### Wiring by layer

(3 px per micron)
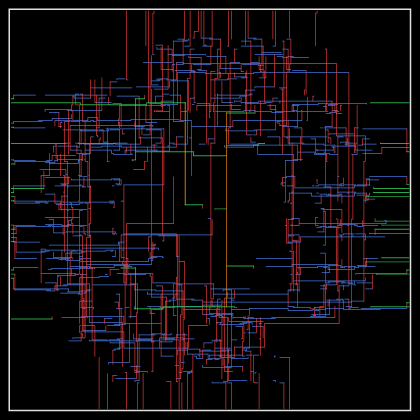
### Track usage over the die

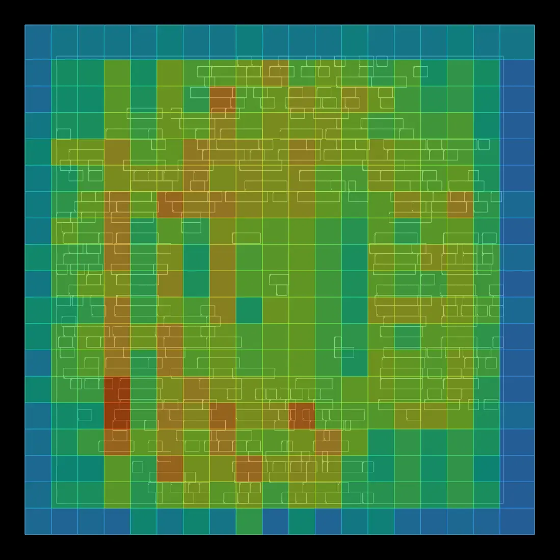
### The metal 4 layer

(3 px per micron)
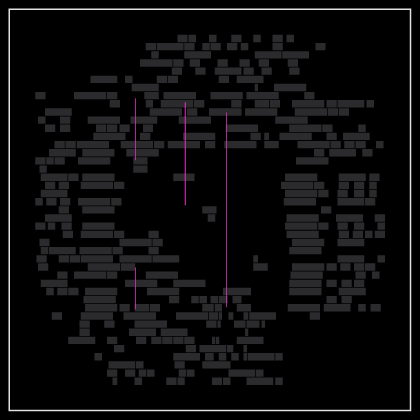
### Layout detail

Window x 90 to 110, y 23 to 43 microns. Cells in grey, sequential cells in the stronger grey; small squares are vias.
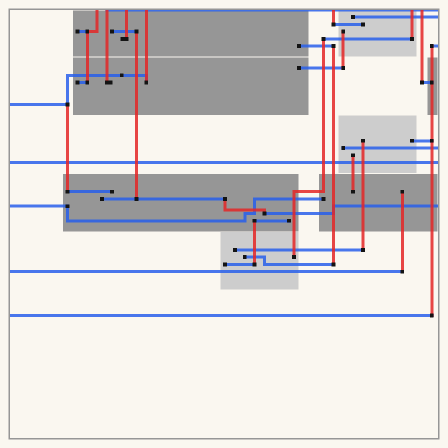
### Clock network drawn from the DEF

(2 px per micron)
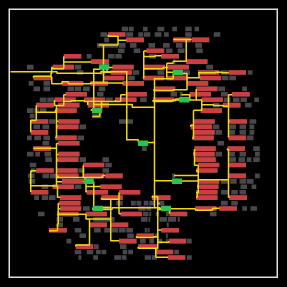
==> config.mk <==
export PLATFORM = sky130hd
export DESIGN_NAME = upsample_2x_stream
export DESIGN_NICKNAME = d
export VERILOG_FILES = /design/src/rtl/upsample_2x_stream.sv
export SDC_FILE = /design/constraint.sdc
export NUM_CORES = 1
export LEC_CHECK = 0
export CORE_MARGIN = 8
export CORE_UTILIZATION = 30
export CTS_BUF_LIST = sky130_fd_sc_hd__clkbuf_2 sky130_fd_sc_hd__clkbuf_4 sky130_fd_sc_hd__clkbuf_8
export CTS_CLUSTER_DIAMETER = 80
export DETAILED_ROUTE_END_ITERATION = 7
export HOLD_SLACK_MARGIN = 0.1
export PLACE_DENSITY = 0.55
export SETUP_SLACK_MARGIN = 0.2
export SYNTH_ARGS = -nofsm -noshare
export SYNTH_HDL_FRONTEND = slang
export SYNTH_SLANG_ARGS = --single-unit
==> constraint.sdc <==
create_clock -name clk -period 2.9 [get_ports clk]
set_input_delay 0.435 -clock clk [delete_from_list [all_inputs] [get_ports clk]]
set_output_delay 0.435 -clock clk [all_outputs]
set_load 0.1 [all_outputs]
==> impl_metrics.yaml <==
# synthesis and place-and-route metrics
outcome:
  status: "finished clean"
clock_tree:
  cts_setup_buffers: 0
  cts_resized: 0
  cts.path.max_buffers: 2
  htreeDepth: 3
  cts_hold_buf: 1
  cts_buffers: 9
  cts_tree: "done"
  cts.clk_slew.worst_paths_ps: 90
  clockRootBuffer: "clkbuf_8"
  clock_sinks: 104
finish:
  dominant-cell-class: "registers"
  drive_above_1_share: 0.2166
  seq_area_sq_um: 2925
  diodes: 0
  nets: 345
  syn_to_final_growth_pct: 24.66
  seq_cell_count: 104
  seq_share: 0.5689
  comb_area_sq_um: 1080
  layout_top_cells: "mux2i_1, edfxtp_1, buf_4, dfrtp_1, clkdlybuf4s50_1"
  final-clk-cell-share: 0.04282
  final_common_cell: "mux2i_1"
  fillers: 1304
  buffers: 79
  final_cells: 494
  fin_area_sq_um: 5142
  comb_share: 0.2100
  layout.nonclk_buf_frac: 0.1338
  comb_cells: 114
  clock_buffers: 10
  inv_count: 1
  largest_reg_flops: 64
logic_synthesis:
  ys_cells: 231
  syn-num-nets: 267
  top_area_cell: "edfxtp_1"
  yosys_warnings: 0
  syn_inst: 231
  yosysSeqAreaShare: 0.7085
  ys_seq_elements: 104
  area_leaders: "edfxtp_1, dfrtp_1, mux2i_1"
  avgSynthCellArea_sq_um: 17.86
  ff_type: "edfxtp_1"
  yosysChipArea_sq_um: 4125
  synth.distinct_cells: 19
  async_reset_ff_frac: 0.3846
  top_area_frac: 0.4659
  synth.top_cells.by_count: "mux2i_1, edfxtp_1, dfrtp_1, nor2_1"
  edf_count: 64
  synth_top_cell_by_count: "mux2i_1"
  syn_area_sq_um: 4125
setup_path:
  arrival_ps: 1860
  reg2regPathDepth: 3
  path_max_fanout: 32
  crit_path_end_kind: "flip-flop"
  crit_type: "reg2reg"
  cp-start-kind: "flip-flop"
  reg2reg_slack_ps: 1060
  critPathRequiredTime_ps: 2920
final_timing:
  worst_pin_slew_ps: 619.3
  hold_viol_final: 0
  setup_slack_ps: 1060
  holdWs_ps: 506.5
  relSlewSlack: 0.5871
  setup_viol: 0
  post-route-min-period_ps: 1840
  tns_ps: 0
  rsz0062_at_grt: "no"
  drv_slew: 0
  period_used_share: 0.6345
  fmax_mhz: 543.5
routing:
  ant_nets: 0
  drtIter0Drc: 64
  dr_wl_met3_microns: 408
  drc_errors: 0
  drt-met1-wl_mm: 3.410
  vias_per_cell: 4.229
  drtPass1Iterations: 3
  wl_met2_mm: 3.677
  routed.top_layer: "met4"
floorplan:
  fp.dieArea_sq_um: 17760
  core-area_sq_um: 13670
  floorplan.core_util: 0.3019
  io_pins: 71
  placementRows: 43
  die_w_microns: 133.3
  n_tap_cell: 180
  die_y_microns: 133.3
global_route:
  grt_first_pass_wirelength_mm: 12.87
  grt.overflow.total: 0
  grt_use_met2: 0.1528
  grt_pass1_vias: 2424
  grt_max_degree: 37
  antenna_found_initial: 0
flow_run:
  warnings: 26
  drv_cap: 0
placement:
  dp_hpwl_mm: 5.202
  placed_cell_area_sq_um: 4912
  post-place-ws_ps: 861.4
  globalplace.congestion: 0.6879
  io_buffers: 70
  placed_cells: 477
worst_hold_path:
  min_path_type: "reg2reg"
  hold_depth: 1
## Picture notes: 'Wiring by layer'
[M3] green | wire length: 409 microns
[M4] orange | wire length: 133 microns
[M1] blue | wire length: 3410 microns
[M2] red | wire length: 3680 microns
GR Util All Layers: 0.09235
via count: 2089
routed wire length per instance: 15.44 microns
DRT Wirelength: 7.629 mm

## Picture notes: 'Track usage over the die'
M3 GR Usage: 0.03426
Core Util, Final: 0.3763
gr busiest metal: met2
M1 GR Usage: 0.1058

## Picture notes: 'The metal 4 layer'
share of all routed wire: 1.7%
main direction: vertical
nets with wire on the layer: 2
longest straight run: 64.6 microns
wire length on this layer: 133 microns

## Picture notes: 'Layout detail'
[M1] blue
[M2] red
sequential cells in the window: 4
most frequent: mux2i_1 (3), edfxtp_1 (3), dfrtp_1 (1)
cells with their middle in the window: 7

## Picture notes: 'Clock network drawn from the DEF'
[clock wires] yellow | length: 1230 microns
[clock-net drivers] green | count: 9
[flip-flops] red | count: 104
routed clock nets: 10
Insertion Delay late pin: 360 ps
clk_skew: 6.845 ps

kinds of logic after synthesis:
| logic type | Yosys count | synth area share |
|---|---|---|
| flops | 104 | 0.7085 |
| mux | 97 | 0.2357 |
| buf+inv | 13 | 0.03306 |
| simple gates | 13 | 0.01426 |
| xor+xnor | 2 | 0.004247 |
| compound gates | 1 | 0.001212 |
| fa+ha+maj | 1 | 0.003033 |
critical path: stages, from the launching register on:
cell	delay [ps]
dfrtp_2	620
buf_4	340
nor2_4	130
buf_4	390
